<file path="src/rtl/boot_pkg.sv">
// Shared types and constants for the instruction-memory readback path.
package boot_pkg;

  typedef enum logic [2:0] {
    IDLE,
    HDR,
    REQ,
    WAIT_RV,
    SEND,
    CSUM,
    FIN
  } rb_state_e;

  localparam logic [7:0] HDR_BYTE_DEF    = 8'hA5;
  localparam logic [7:0] ERR_BYTE_DEF    = 8'hEE;
  localparam int         UART_FRAME_BITS = 10;

endpackage

</file>
<file path="src/rtl/uart_tx_byte.sv">
// 8N1 byte serializer with a valid/ready byte handshake; TX idles high.
module uart_tx_byte
  import boot_pkg::*;
#(
  parameter int CLK_DIV = 16
) (
  input  logic       clk,
  input  logic       rst_n,
  input  logic [7:0] byte_data,
  input  logic       byte_valid,
  output logic       byte_ready,
  output logic       TX
);

  localparam int DIV_W = (CLK_DIV > 2) ? $clog2(CLK_DIV) : 1;
  localparam int BIT_W = $clog2(UART_FRAME_BITS);

  logic             active_q;
  logic             tx_q;
  logic [8:0]       shift_q;
  logic [DIV_W-1:0] div_q;
  logic [BIT_W-1:0] bit_q;
  logic             last_cycle;

  assign last_cycle = (div_q == DIV_W'(CLK_DIV - 1)) &&
                      (bit_q == BIT_W'(UART_FRAME_BITS - 1));

  // Ready also rises in the final stop-bit cycle, so a queued byte starts
  // its start bit immediately after the stop bit with no idle gap.
  assign byte_ready = !active_q || last_cycle;
  assign TX         = tx_q;

  always_ff @(posedge clk or negedge rst_n) begin
    if (!rst_n) begin
      active_q <= 1'b0;
      tx_q     <= 1'b1;
      shift_q  <= '0;
      div_q    <= '0;
      bit_q    <= '0;
    end else if (byte_valid && byte_ready) begin
      active_q <= 1'b1;
      tx_q     <= 1'b0;
      shift_q  <= {1'b1, byte_data};
      div_q    <= '0;
      bit_q    <= '0;
    end else if (active_q) begin
      if (div_q == DIV_W'(CLK_DIV - 1)) begin
        div_q <= '0;
        if (bit_q == BIT_W'(UART_FRAME_BITS - 1)) begin
          active_q <= 1'b0;
          tx_q     <= 1'b1;
        end else begin
          bit_q   <= bit_q + BIT_W'(1);
          tx_q    <= shift_q[0];
          shift_q <= {1'b1, shift_q[8:1]};
        end
      end else begin
        div_q <= div_q + DIV_W'(1);
      end
    end
  end

endmodule

</file>
<file path="src/rtl/boot_readback.sv">
// Bus-master readback of instruction memory, streamed as a framed,
// checksummed byte dump over UART TX.
module boot_readback
  import boot_pkg::*;
#(
  parameter int         CLK_DIV  = 16,
  parameter logic [7:0] HDR_BYTE = HDR_BYTE_DEF,
  parameter logic [7:0] ERR_BYTE = ERR_BYTE_DEF,
  parameter int         CNT_W    = 16
) (
  input  logic             clk,
  input  logic             rst_n,
  input  logic             start,
  input  logic [31:0]      base_addr,
  input  logic [CNT_W-1:0] word_cnt,
  output logic             req,
  input  logic             gnt,
  input  logic             rvalid,
  input  logic [31:0]      rdata,
  input  logic             err,
  output logic [31:0]      addr,
  output logic             we,
  output logic [3:0]       be,
  output logic             TX,
  output logic             busy,
  output logic             done,
  output logic             error
);

  rb_state_e        state_q;
  logic [31:0]      addr_q;
  logic [CNT_W-1:0] remain_q;
  logic [31:0]      word_q;
  logic [1:0]       byte_idx_q;
  logic [7:0]       csum_q;
  logic             error_q;
  logic             busy_q;
  logic             done_q;
  logic             req_q;

  logic       byte_valid;
  logic       byte_ready;
  logic [7:0] byte_data;

  assign req   = req_q;
  assign addr  = addr_q;
  assign we    = 1'b0;
  assign be    = 4'hF;
  assign busy  = busy_q;
  assign done  = done_q;
  assign error = error_q;

  always_comb begin
    byte_valid = 1'b0;
    byte_data  = 8'h00;
    case (state_q)
      HDR: begin
        byte_valid = 1'b1;
        byte_data  = HDR_BYTE;
      end
      SEND: begin
        byte_valid = 1'b1;
        case (byte_idx_q)
          2'd0:    byte_data = word_q[7:0];
          2'd1:    byte_data = word_q[15:8];
          2'd2:    byte_data = word_q[23:16];
          default: byte_data = word_q[31:24];
        endcase
      end
      CSUM: begin
        byte_valid = 1'b1;
        byte_data  = error_q ? ERR_BYTE : csum_q;
      end
      default: ;
    endcase
  end

  // In FIN the serializer's ready marks the last stop-bit cycle, so done
  // lands in the first cycle after the line has fully returned to idle.
  always_ff @(posedge clk or negedge rst_n) begin
    if (!rst_n) begin
      state_q    <= IDLE;
      addr_q     <= '0;
      remain_q   <= '0;
      word_q     <= '0;
      byte_idx_q <= '0;
      csum_q     <= '0;
      error_q    <= 1'b0;
      busy_q     <= 1'b0;
      done_q     <= 1'b0;
      req_q      <= 1'b0;
    end else begin
      done_q <= 1'b0;
      case (state_q)
        IDLE: if (start) begin
          addr_q   <= base_addr & 32'hFFFF_FFFC;
          remain_q <= word_cnt;
          csum_q   <= '0;
          error_q  <= 1'b0;
          busy_q   <= 1'b1;
          state_q  <= HDR;
        end
        HDR: if (byte_ready) begin
          if (remain_q != '0) begin
            req_q   <= 1'b1;
            state_q <= REQ;
          end else begin
            state_q <= CSUM;
          end
        end
        REQ: if (gnt) begin
          req_q   <= 1'b0;
          state_q <= WAIT_RV;
        end
        WAIT_RV: if (rvalid) begin
          if (err) begin
            error_q <= 1'b1;
            state_q <= CSUM;
          end else begin
            word_q     <= rdata;
            addr_q     <= addr_q + 32'd4;
            remain_q   <= remain_q - CNT_W'(1);
            byte_idx_q <= '0;
            state_q    <= SEND;
          end
        end
        SEND: if (byte_ready) begin
          csum_q <= csum_q + byte_data;
          if (byte_idx_q == 2'd3) begin
            byte_idx_q <= '0;
            if (remain_q != '0) begin
              req_q   <= 1'b1;
              state_q <= REQ;
            end else begin
              state_q <= CSUM;
            end
          end else begin
            byte_idx_q <= byte_idx_q + 2'd1;
          end
        end
        CSUM: if (byte_ready) state_q <= FIN;
        FIN: if (byte_ready) begin
          done_q  <= 1'b1;
          busy_q  <= 1'b0;
          state_q <= IDLE;
        end
        default: state_q <= IDLE;
      endcase
    end
  end

  uart_tx_byte #(
    .CLK_DIV(CLK_DIV)
  ) u_tx (
    .clk       (clk),
    .rst_n     (rst_n),
    .byte_data (byte_data),
    .byte_valid(byte_valid),
    .byte_ready(byte_ready),
    .TX        (TX)
  );

endmodule

</file>
<file path="config.mk">
export PLATFORM = sky130hd
export DESIGN_NAME = boot_readback
export DESIGN_NICKNAME = d
export VERILOG_FILES = /design/src/rtl/boot_pkg.sv /design/src/rtl/uart_tx_byte.sv /design/src/rtl/boot_readback.sv
export SDC_FILE = /design/constraint.sdc
export NUM_CORES = 1
export LEC_CHECK = 0
export CORE_ASPECT_RATIO = 1.25
export CORE_MARGIN = 2
export CORE_UTILIZATION = 50
export DETAILED_ROUTE_END_ITERATION = 10
export PLACE_DENSITY = 0.88
export SYNTH_ARGS = -nofsm -noshare
export SYNTH_HDL_FRONTEND = slang
export SYNTH_SLANG_ARGS = --single-unit
</file>
<file path="constraint.sdc">
create_clock -name clk -period 3.65 [get_ports clk]
set_input_delay 0.9125 -clock clk [delete_from_list [all_inputs] [get_ports clk]]
set_output_delay 0.9125 -clock clk [all_outputs]
set_load 0.02 [all_outputs]
</file>
### The metal 4 layer, run 1

Drawn at 3 px/µm.
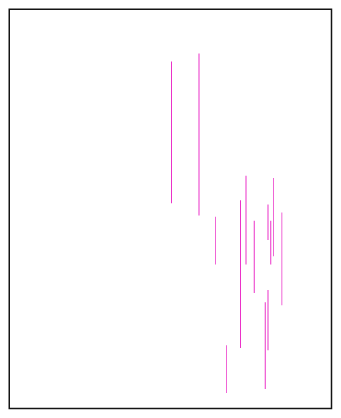
The wires run mostly vertical. The layer holds 2.1% of the routed length. The longest straight run is 53.7 µm.

### Selected gate families, run 1

Drawn at 3 px/µm.
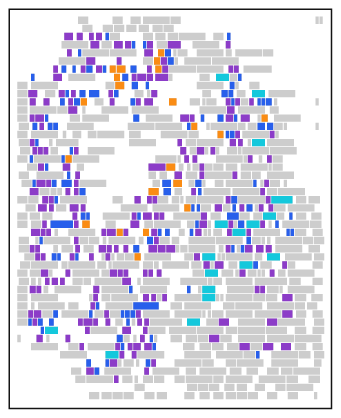
NAND gates: in blue, cells 112, where widely spread. inverting AOI/OAI gates: in purple, cells 207, where widely spread. adder and majority cells: in cyan, cells 17. AND and OR gates: in orange, cells 21.

### The clock network, run 1

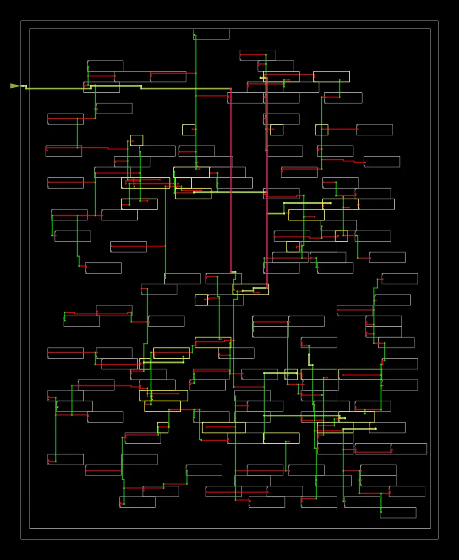
total clock buffers created by CTS: 17
count of sequential standard cells: 114

### Ports around the boundary, run 1

Drawn at 3 px/µm. Pins as bars across the die edge, other pins in grey.
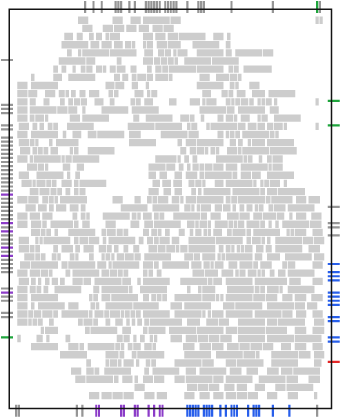
be: in green, pins 4, direction output, edge 2 right, 1 top, 1 left. rst_n: in red, pins 1, direction input, edge right. word_cnt: in purple, pins 16, direction input, edge 10 bottom, 6 left. rdata: in blue, pins 32, direction input, edge 20 bottom, 12 right.

==> notes.md, run 1 <==
Implementation results are summarized by area below.

Job
In this run the maximum-capacitance check reported violations numbering 0. The number of warnings in the stage logs is 32.

Drt
In the routed layout, each cell is associated on average with a via count of 5.947. The tally of nets with antenna violations remaining after routing is 0. After detailed routing, the number of remaining DRC violations is 0.

Detailed-route iteration 0 reported a violation count of 346. Wires add up to 17030 µm. The first detailed-routing pass ran for 7 iterations. Dividing the detail-routed wire length by the instance count gives 17.27 µm.

Power and ir drop
The power per cell area is 838.1 nW/µm². The script computed the net switching share of total power as 40.49%. The flow reports that the clock network draws 23.5% of the design power.

Registers are responsible for 33.6% of the overall power. In this run, power in combinational logic comes to 3.05 mW. The dominant power group in this design is combinational cells. The clock network consumes a total of 1.67 mW.

The design draws 7.120 mW. The internal power of the cells totals 4.237 mW.

Yosys
The biggest combinational cell group after synthesis is AND-OR/OR-AND gates. For this run the top cell type by instance count after synthesis was dfrtp_1. The netlist area before placement is 6616 µm².

The cell-mix breakdown from Yosys lists the XOR/XNOR area share as 1.059%. The fraction of registers with async set/reset is 100.0%. In the synthesized netlist, mux cells make up 8.775% of the area.

After Yosys synthesis, and, or, nand and nor cells account for 16.13% of the synthesized area. The most area-hungry cell type in the Yosys netlist is dfrtp_1. Counting flops with a built-in enable in the synthesized netlist gives 0. The most frequently used flop master after synthesis is dfrtp_1. The share of the Yosys chip area taken by registers is 43.14%. The average cell area after synthesis is 9.452 µm².

Per the synthesis report, the single largest cell type by area occupies 42.74% of cell area. Per the synthesis report, the number of distinct cell types is 74. Yosys reports a chip area of 6616 µm².

Yosys attributes the largest share of cell area to dfrtp_1, a21oi_1, mux2_1, nand2_1, ha_1. The post-synthesis compound-gate area fraction is 22.07%. The synthesized netlist devotes 3.328% of its cell area to adder and majority cells.

The number of cells in Yosys stat is 700. The synthesis warning total is 0. Counting every instance in the synthesized netlist gives 700.

Final timing
Setup repair after global routing left no endpoint under its margin. The worst-case setup margin in the final layout is 0.3759 ns. The achievable frequency is 0.3054 GHz. The final-report setup violation count is 0. Hold-check failures listed in the final report amount to 0. The tightest hold path in the finished design has a slack of 0.4075 ns.

Per the final report, max-transition violations number 0. For the final routed database, the setup TNS stands at 0 ns. The clock period minus worst slack is 3.274 ns.

Worst setup path
The most prevalent standard cell on the critical path is ha_1. The setup slack of the worst register-to-register path is 0.38 ns. At the worst endpoint, the required time is 3.94 ns. The start of the worst register-to-register path is byte_idx_q[0]. Along the critical path, the tally of buffer and inverter instances is 1. Per STA, the worst path accumulates the most delay in the family AND-OR/OR-AND gates. The report lists the cells along the critical path as inv_1 -> ha_1 -> a222oi_1 -> o21ai_0 -> a22o_1 -> ha_1 -> fa_1 -> a21o_1 -> a21oi_1 -> xor2_1 -> nor2_1 -> mux2_2.

The slowest stage of the critical path belongs to the cell dfrtp_1. The type of destination of the critical path is a flip-flop. The number of cell instances on the worst register-to-register path is 12. The destination of the worst register-to-register timing path is csum_q[4]. The critical path is of the reg2reg type. The report shows a maximum critical-path fanout of 8.

The data arrival time of the critical path is 3.56 ns. The maximum single-stage delay on the critical path is 0.42 ns.

Layout
The count of cells in the finished layout, fillers not included, comes to 986. Leaving out buffers and inverters, the combinational logic in the layout accounts for 3433 µm². For this run, the script counts the antenna cells in the layout as 0. The finished layout cell area is 8496 µm². In the layout the commonest cells are clkdlybuf4s50_1, dfrtp_1, a21oi_1, nand2_1, nor2_1. The synthesis-to-finish area growth is 28.40%. The area taken by flip-flops and latches is 2854 µm². The leading cell type in the layout, fill and taps excluded is clkdlybuf4s50_1. The layout filler cell count is 1052. The layout summary lists the proportion of cells stronger than drive strength 1 as 10.31%.

CTS
The quantity of gates resized following cts is 0. The H-tree generated during clock tree synthesis spans 4 levels. The post-CTS hold buffer count recorded in the log is 0.

For the worst-skew pair, the clock arrives at the later sink with an insertion delay of 0.41 ns. The cell sitting at the root of the clock tree is a clkbuf_16. Looking at the clock tree report, the maximum root-to-sink buffer count equals 2.

Looking at the post-CTS report, the setup buffer insertion count equals 0.

Placement
Per the placement log, port buffering inserted 118 buffers. The HPWL after detailed placement is 11300 µm. OpenSTA, run right after detailed placement, puts the worst setup slack at 0.4752 ns.

The number of instances in the placed design is 954. The area of placed instances is 7896 µm².

GRT
For this run, the total global-route usage over all layers was measured as 24.39%. In the global route stage, met1 resource usage came out at 28.25%. The global routing report lists met2 layer usage as 43.17%. The met3 usage is 6.059%. The number of global-route vias before repair is 5819. The layer with the highest usage after global routing is met2. The first global-routing pass estimated 27830 µm of wire. The global route total overflow is 0. The initial antenna violation count came to 0.

Hold path
The type recorded for the worst min-delay path is in2async.

Die
Per the OpenROAD floorplan log, the height of the die is 132.6 µm. The floorplan step set the die width to 106.9 µm. The total area inside the core boundary comes to 13110 µm². The floorplan has 47 rows. The pre-placement core utilization is 50.45%.

Run status
The run finished with clean final reports.
run 1: layout make-up:
class | instances | area share, %
Multi-Input combinational cell | 514 | 40.41
Sequential cell | 114 | 33.59
Timing Repair Buffer | 132 | 15.41
Clock buffer | 17 | 5.007
Tap cell | 171 | 2.518
Clock inverter | 15 | 2.047
Inverter | 23 | 1.016
run 1: registers in the layout (all words and copies together), names as in the netlist, 2 cells and up:
| name | count |
|---|---|
| byte_idx_q | 2 |
| u_tx.shift_q | 9 |
| u_tx.bit_q | 4 |
| state_q | 3 |
| word_q | 32 |
| u_tx.div_q | 4 |
| addr | 30 |
| csum_q | 8 |
| remain_q | 16 |
run 1: logic make-up (layout without fill, tap and decap cells):
family	count (synthesis)	count (layout)
DFF	114	114
other	2	7
xor gates and xnor gates	8	8
adders and majority gates	17	17
and+or+nand+nor	201	201
buffers and inverters	77	187
muxes	53	53
AOI/OAI and AO/OA	228	228
run 1: worst reg2reg max path: stages, from the launching register on:
cell and delay (ns):
dfrtp_1 0.42, inv_1 0.08, ha_1 0.32, a222oi_1 0.32, o21ai_0 0.17, a22o_1 0.26, ha_1 0.22, fa_1 0.42
a21o_1 0.18, a21oi_1 0.27, xor2_1 0.18, nor2_1 0.05, mux2_2 0.28
run 1: how the worst max path moves through the flow:
stage / endpoint / startpoint / cells past startpoint
after floorplan: csum_q[4] / byte_idx_q[0] / 12
after global placement: csum_q[4] / byte_idx_q[0] / 12
after detailed placement: csum_q[7] / byte_idx_q[1] / 11
after CTS: csum_q[4] / byte_idx_q[0] / 12
after global routing: csum_q[7] / byte_idx_q[0] / 11
final: csum_q[4] / byte_idx_q[0] / 12
run 1: routing by layer:
metal  routed length (µm)  up-vias
met5                    0        -
met2                 8964      222
met1                 6656     2841
met4                  364        0
li1                     -     2773
met3                 1046       28
==> inputs of run 2 (changes only) <==
--- a/config.mk
+++ b/config.mk
@@ -10,6 +10,7 @@
 export CORE_UTILIZATION = 50
 export DETAILED_ROUTE_END_ITERATION = 10
 export PLACE_DENSITY = 0.88
+export SKIP_LAST_GASP = 1
 export SYNTH_ARGS = -nofsm -noshare
 export SYNTH_HDL_FRONTEND = slang
 export SYNTH_SLANG_ARGS = --single-unit
### Ports around the boundary, run 2

Drawn at 3 px/µm. Pins as bars across the die edge, other pins in grey.
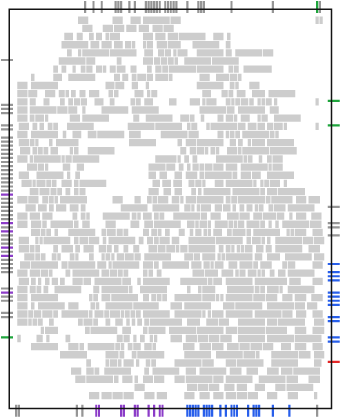
word_cnt: in purple, pins 16, direction input, edge 10 bottom, 6 left. be: in green, pins 4, direction output, edge 2 right, 1 top, 1 left. rdata: in blue, pins 32, direction input, edge 20 bottom, 12 right. rst_n: in red, pins 1, direction input, edge right.

### Metal layers overlaid, run 2

Drawn at 2 px/µm. Two of the layers only.
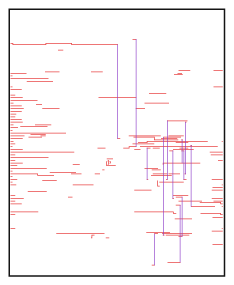
met3: in red, wire length 1050 µm. met4: in purple, wire length 365 µm.

==> run 2 against run 1 <==
Net effect:
- sequential share of layout area did not move
- clock-buffer cell count stayed put
- clock power is essentially flat
- critical path depth is the same
- routed wire length stayed put
- hold slack unchanged
- total power stayed put
- area after synthesis unchanged
- critical path type unchanged
- largest cell class unchanged
==> notes.md, run 2 <==
Implementation results are summarized by area below.

Worst setup path
The cell type of the slowest stage on the worst timing path is dfrtp_1. The largest fanout on the critical path is 8 (unchanged). The worst setup path startpoint is byte_idx_q[0].

The critical path depth is 12 (unchanged). The destination of the worst register-to-register timing path is csum_q[4]. The setup slack of the worst register-to-register path is 0.38 ns (about the same).

The worst path required time was 3.94 ns (about the same). The most prevalent standard cell on the critical path is ha_1. The cell family with the largest share of critical-path delay is AND-OR/OR-AND gates. Per the timing report, the most critical flop-to-flop path originates at byte_idx_q[0]. The data arrival time of the critical path is 3.56 ns (about the same). The worst path buffer plus inverter count is 1 (unchanged). The number of cell instances on the worst register-to-register path is 12 (unchanged). The worst setup path is launched from a flip-flop.

The critical path ends at csum_q[4]. The type of destination of the critical path is a flip-flop. The maximum single-stage delay on the critical path is 0.42 ns (about the same).

The kind of critical path is reg2reg. Listed in order, past its start point the critical path passes inv_1 -> ha_1 -> a222oi_1 -> o21ai_0 -> a22o_1 -> ha_1 -> fa_1 -> a21o_1 -> a21oi_1 -> xor2_1 -> nor2_1 -> mux2_2.

Yosys
The proportion of synthesized chip area in sequential cells is 43.14% (unchanged). The number of distinct standard cells referenced by the synthesized netlist was 74 (unchanged). By count the netlist is led by dfrtp_1, a21oi_1, nand2_1. The area of the synthesized netlist per yosys stat is 6616 µm² (unchanged).

The netlist area before placement is 6616 µm² (unchanged). The cell with the most instances after synthesis is dfrtp_1. The most frequently used flop master after synthesis is dfrtp_1. The gate count after technology mapping is 700 (unchanged). The area share of the leading cell type in the synthesized netlist is 42.74% (unchanged).

The average cell area after synthesis is 9.452 µm² (unchanged). The number of enable flip-flop cells is 0 (unchanged). The synthesis warning total is 0 (unchanged).

The biggest area contributor in the post-synthesis netlist is dfrtp_1. The number of cells in Yosys stat came to 700 (unchanged). The fraction of registers with async set/reset came to 100.0% (unchanged). After synthesis, the cell types taking the most area are dfrtp_1, a21oi_1, mux2_1, nand2_1, ha_1.

Final timing
The clock period minus worst slack is 3.274 ns (unchanged). The transition time recorded at the tightest slew-check pin is 0.9171 ns. The final number of max-transition violations is 0 (unchanged). Post-route period utilization is reported as 89.70%. The sum of negative setup slack was 0 ns (unchanged). The final-report setup violation count is 0 (unchanged). Setup repair after global routing left no endpoint under its margin. The achievable frequency is 0.3054 GHz (unchanged).

The count of final hold-check violations is 0 (unchanged). The worst-case setup margin in the final layout is 0.3759 ns (unchanged).

Drt
The average routed wire per standard cell is 17.27 µm (unchanged). The total DRC errors in the routed layout is 0 (unchanged). The met2 layer wire length in the routed design was 8964 µm (unchanged). The tally of nets with antenna violations remaining after routing is 0 (unchanged). The met3 wirelength from detailed routing was 1046 µm (unchanged). The highest signal layer in the routed design is met4. The routed metal-1 wire length is 6656 µm (unchanged). The iteration count of the initial detailed-routing pass came to 7 (unchanged). The wire length reported by the detailed router is 17030 µm (unchanged). The post-detailed-route via-to-cell ratio came to 5.947 (unchanged). The DRC violation total after the first TritonRoute iteration came to 346 (unchanged).

CTS
The clock-pin slew reported for the worst setup and hold paths after clock tree synthesis is 0.06 ns. The clock buffer count from CTS came to 17 (unchanged). The clock latency of the later-clocked register in the worst-skew pair came to 0.41 ns (about the same). The sink count of the clock tree is 114. The post-CTS setup repair buffer count is 0 (unchanged). The quantity of gates resized following cts is 0 (unchanged). The number of buffers between clock root and the deepest sink is 2 (unchanged). The count of hold buffers inserted by post-cts repair is 0 (unchanged).

TritonCTS built the clock tree. The number of H-tree levels came to 4 (unchanged). The cell sitting at the root of the clock tree is a clkbuf_16.

Layout
The filler-free cell count of the finished design is 986 (unchanged). In the layout the commonest cells are clkdlybuf4s50_1, dfrtp_1, a21oi_1, nand2_1, nor2_1. The share of cells above drive strength 1 is 10.31% (unchanged). The register with the most flip-flops is word_q. The number of flip-flops in the largest register was 32 (unchanged). The synthesis-to-finish area growth came to 28.40% (unchanged). The number of antenna diodes is 0 (unchanged). The leading cell type in the layout, fill and taps excluded is clkdlybuf4s50_1.

GRT
The initial antenna violation count is 0 (unchanged). The routing usage on met2 is 43.17% (unchanged). Per the GRT log, the top usage layer is met2. The global route total overflow is 0 (unchanged).

The total routing resource utilization after global routing is 24.39% (unchanged). The number of global-route vias before repair is 5819 (unchanged). The met3 usage is 6.059% (unchanged). The global-route track usage on met1 is 28.25% (unchanged). The global-route wire length before repair is 27830 µm (unchanged).

Die
The pre-placement core utilization is 50.45% (unchanged). The row count is 47 (unchanged). The area of the placeable core is 13110 µm² (unchanged).

The x dimension of the die is 106.9 µm (unchanged). The die span in y came to 132.6 µm (unchanged).

Power and ir drop
The leakage component of the power was reported as 3.489 nW. The power per cell area is 838.1 nW/µm² (unchanged). The post-route total power came to 7.120 mW (unchanged).

Run status
The flow ran to the end, and the final reports show no timing, DRC or antenna violations.

Job
The number of warnings in the stage logs is 32 (unchanged). The total of max-cap violations was 0 (unchanged).

Placement
The number of instances in the placed design is 954 (unchanged). The post-DP HPWL is 11300 µm (unchanged). The worst slack at placement is 0.4752 ns (unchanged).

The number of I/O port buffers was 118 (unchanged).

Hold path
According to the hold report, the worst path is of the in2async type.
### Selected gate families, run 2

Drawn at 3 px/µm.
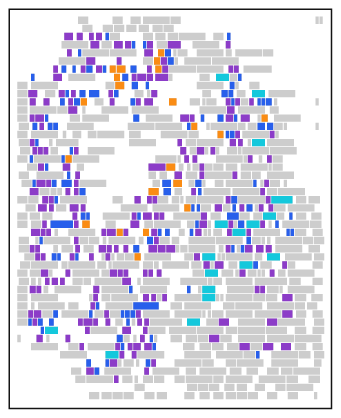
adder and majority cells: in cyan, cells 17. AND and OR gates: in orange, cells 21. inverting AOI/OAI gates: in purple, cells 207, where widely spread. NAND gates: in blue, cells 112, where widely spread.

[run 2: worst reg2reg max path, stage by stage, from the launching register on]
cell and delay, ns:
dfrtp_1 0.42, inv_1 0.08, ha_1 0.32, a222oi_1 0.32, o21ai_0 0.17, a22o_1 0.26
ha_1 0.22, fa_1 0.42, a21o_1 0.18, a21oi_1 0.27, xor2_1 0.18, nor2_1 0.05
mux2_2 0.28
[run 2: layout make-up]
type | instances | area, µm²
Timing Repair Buffer | 132 | 1309
Multi-Input combinational cell | 514 | 3433
Tap cell | 171 | 214.0
Inverter | 23 | 86.33
Clock buffer | 17 | 425.4
Sequential cell | 114 | 2854
Clock inverter | 15 | 173.9
Fill cell | 1052 | 4618
[run 2: through the flow]
step / hold WS [ns] / utilization (%) / cell area (µm²)
2_1_floorplan: 0.4268 / - / 6635
3_3_place_gp: 0.4532 / 60.21 / 7896
3_5_place_dp: 0.4590 / 60.21 / 7896
4_1_cts: 0.4108 / 64.78 / 8496
5_1_grt: 0.4197 / 64.78 / 8496
6_report: 0.4075 / 64.78 / 8496
[run 2: where the power goes]
part | total (mW) | internal (mW) | switching [mW]
clock | 1.67 | 1.02 | 0.649
combinational | 3.05 | 1.38 | 1.67
sequential | 2.39 | 1.83 | 0.561
total | 7.12 | 4.24 | 2.88
[run 2: cells by family (layout without fill, tap and decap cells)]
family | after synthesis | count (layout) | share of synthesized area [%]
flip-flops | 114 | 114 | 43.14
other | 2 | 7 | 0.1135
AND/OR/NAND/NOR | 201 | 201 | 16.13
XOR/XNOR | 8 | 8 | 1.059
AND-OR/OR-AND | 228 | 228 | 22.07
buffers and inverters | 77 | 187 | 5.390
multiplexers | 53 | 53 | 8.774
adder cells (fa/ha/maj) | 17 | 17 | 3.328
No activity file was given, so power comes from the tool's default toggle rates.
